==> config.mk <==
export PLATFORM = sky130hd
export DESIGN_NAME = muldiv_unit
export DESIGN_NICKNAME = d
export VERILOG_FILES = /design/src/rtl/muldiv_unit.sv
export SDC_FILE = /design/constraint.sdc
export NUM_CORES = 1
export LEC_CHECK = 0
export CAP_MARGIN = 5
export CORE_MARGIN = 2
export CORE_UTILIZATION = 46
export CTS_CLUSTER_SIZE = 8
export DETAILED_ROUTE_END_ITERATION = 6
export GPL_ROUTABILITY_DRIVEN = 0
export GPL_TIMING_DRIVEN = 0
export PLACE_DENSITY = 0.66
export RECOVER_POWER = 50
export SYNTH_ARGS = -nofsm -noshare
export SYNTH_HDL_FRONTEND = slang
export SYNTH_SLANG_ARGS = --single-unit
export TNS_END_PERCENT = 50
==> constraint.sdc <==
create_clock -name i_clk -period 4.04 [get_ports i_clk]
set_input_delay 0.404 -clock i_clk [delete_from_list [all_inputs] [get_ports i_clk]]
set_output_delay 0.404 -clock i_clk [all_outputs]
set_load 0.03 [all_outputs]
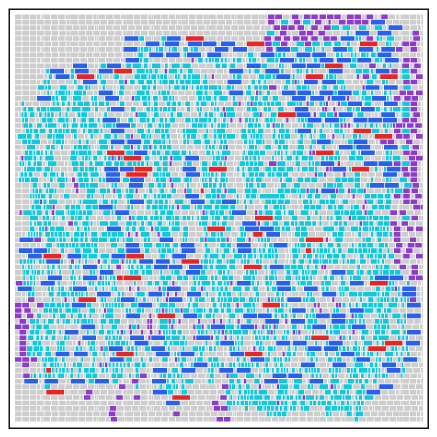
Fig. 1. Placement by cell class.
(2 px per um) Fill, decap, tap and diode cells in grey.
legend:
  purple:
    class: other buffers and delay cells
    cells: 343
  blue:
    class: flip-flops
    cells: 237
  red:
    class: clock drivers and dummy loads
    cells: 43
  cyan:
    class: all other logic
    cells: 2229
sequential cell area share: 0.2098
Core Footprint: 0.04167 mm^2
post-layout util: 0.5427
final instance area: 0.02261 mm^2

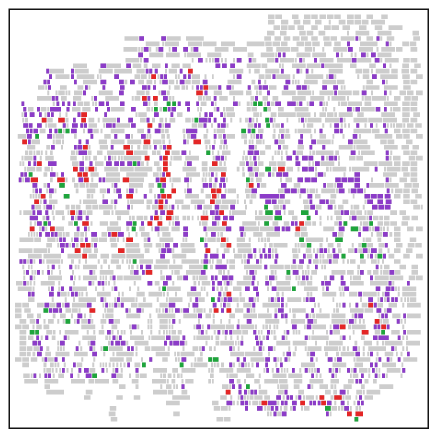
Fig. 2. Gate families picked out.
(2 px per um)
legend:
  purple:
    family: inverting AOI/OAI gates
    cells: 782
    most_used: a21oi_1
    where: spread over the die
  red:
    family: AND-OR and OR-AND gates
    cells: 92
    most_used: a21o_1
  green:
    family: AND and OR gates
    cells: 65
    most_used: and3_1
post-route insts no fill: 3392
most used logic cell in the final layout: nand2_1
Comb/total area: 0.5986

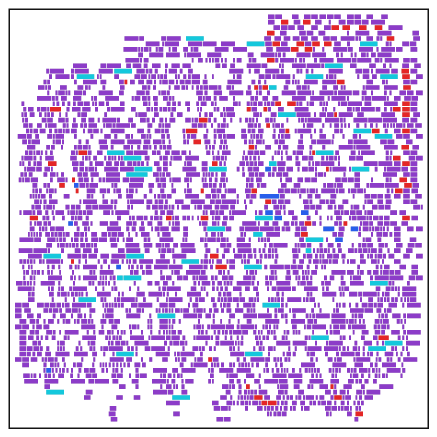
Fig. 3. Sizing map.
(2 px per um)
legend:
  red:
    size: drive 2
    cells: 76
    most_used: mux2_2
  purple:
    size: drive 1 or less
    cells: 2722
    most_used: nand2_1
  cyan:
    size: drive 6 and up
    cells: 42
    most_used: clkbuf_16
  blue:
    size: drive 3 to 4
    cells: 12
    most_used: or4_4
nonclk buf count: 343
area grow syn2layout: 17.27%

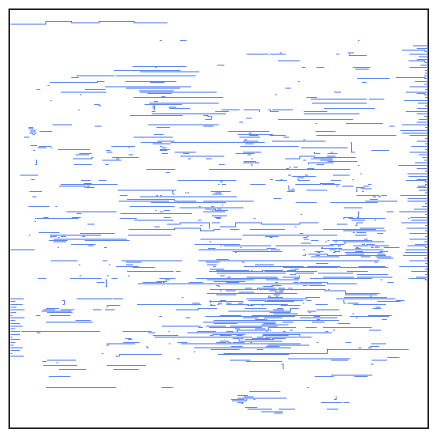
Fig. 4. Metal 3.
(2 px per um)
longest straight run: 91.5 um
share of all routed wire: 9.4%
nets with wire on the layer: 505
via count: 21.65k
drt total wl: 78390 um

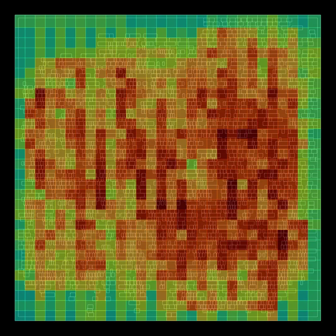
Fig. 5. Routing congestion.
met1 usage: 0.4280
Routed WL per cell: 23.11 um
GRT busiest layer: met2

==> ci_impl_report.md <==
## PnR job results

| Metric | Value |
|---|---|
| Status | `complete, no violations` |
| Root Driver | `clkbuf_16` |
| CP Class | `reg2reg` |
| DR DRC count | `0` |
| Initial DRC count | `2192` |
| Global-route wire length before repair | `118800 um` |
| Die width | `208.7 um` |
| Synth Seq Share | `0.2461` |
| Total power | `11.49 mW` |
| Top logic family | `AND-OR/OR-AND gates` |
| Overflow after GRT | `0` |
| RSZ-0062 raised after global routing | `no` |
| Levels on crit path | `12` |
| FP Rows | `75` |
| Adder Share, Synth | `0.06957` |
| Area post-placement | `approximately 0.022 mm^2` |
| CTS tree | `done` |
| Synth area leader | `dfxtp_1` |
| Simple Share, Synth | `0.2084` |
| Most instantiated cells after synthesis | `nand2_1 (347), nor2_1 (272), a21oi_1 (270)` |
| Main synth FF type | `dfxtp_1` |
| Vias in the first global route | `20.55k` |
| Complex Gates by Area | `0.2919` |
| Critical Path RT | `approximately 4.5 ns` |
| DP Worst Slack | `-0.05387 ns` |
| Syn Inst Count | `about 2.6k` |
| Top Layout Cells | `nand2_1 (347), nor2_1 (272), a21oi_1 (270)` |
| Post-route clock skew | `0.03072 ns` |
| GR Util All Layers | `0.3474` |
| CP bufs+invs | `0` |
| Total negative setup slack | `0 ns` |
| Maxcap violations | `0` |
| Top cells by area | `dfxtp_1 (25%), a21oi_1 (7.0%), nand2_1 (6.8%)` |
| Final slew viol count | `0` |
| Achievable Freq | `253.8 MHz` |
| FF-to-FF path depth | `12` |
| First drt pass iteration count | `6` |
| Reg2reg setup slack | `between 0.09 and 0.1 ns` |
| Syn nets | `2820` |
| Worst Setup End Kind | `flip-flop` |
| Dpl hpwl | `around 63000 um` |
| Period minus WS final | `3.940 ns` |
| Hold_ws | `0.4361 ns` |
| Post-synthesis instance area | `0.01928 mm^2` |
| EDFF count, synth | `0` |
| Slew @ Worst Pin | `1.054 ns` |
| Cell Pwr Density | `508.2 mW/mm^2` |
| CP max stage cell | `fa_1` |
| Die Ht | `208.7 um` |
| Post-route setup slack | `around 0.10 ns` |
| Worst path arrival time | `~4.4 ns` |
| # setup viols final | `0` |
| Yosys reg bits | `~240` |
| Share of cells above drive strength 1 | `0.04558` |
| Post-Synth XOR/XNOR Area | `0.09312` |
| Clk slew on worst S/H paths | `~0.050 ns` |
| Num Clock Sinks | `between 200 and 250` |
| Num ports | `around 170` |
| Worst hold path type | `in2reg` |
| Crit path max fanout | `5` |
| Maximum root-to-sink buffer count | `3` |
## final cells by class
class / instances / area (um^2)
Tap cell: 539 / 674.4
Multi-Input combinational cell: 2149 / 13540
Clock inverter: 5 / 60.06
Fill cell: 4157 / 19050
Timing Repair Buffer: 168 / 1682
Buffer: 175 / 693.2
Antenna cell: 1 / 2.502
Sequential cell: 237 / 4745
Clock buffer: 38 / 918.4
Inverter: 80 / 300.3
## power by group
part	internal, mW	switching (mW)
Sequential	2.60	0.416
Combinational	1.95	3.78
Clock	1.61	1.14
## metal layers
metal	share of wire	GRT usage	wire length (um)
met5	0	0	0
met3	0.094	0.06327	7343
met4	0.068	0.2113	5304
met2	0.45	0.5648	34920
met1	0.39	0.4280	30820
## cells by family (layout without fill, tap and decap cells)
kind of cell	count (synthesis)	count (layout)
buffers and inverters	255	466
flip-flops	237	237
AND/OR/NAND/NOR	892	892
multiplexers	72	72
adder cells (fa/ha/maj)	106	106
other	0	1
XOR/XNOR	205	205
AND-OR/OR-AND	874	874
## timing repair
item                       4_1_cts  5_1_grt
pin swaps                        0        0
cloned                           0        0
setup buffers                    0        0
hold buffers                     0        0
resized                          1        4
setup endpoints to repair        1       14
## worst reg2reg max path, delay by kind of cell (launching register included)
kind            cells  cell delay [ns]
fa+ha+maj           2             0.67
flops               1             0.37
compound gates      7             2.13
xor+xnor            1             0.19
simple gates        2             0.46
Power figures rest on the tool's default switching activity, not on a simulated workload.
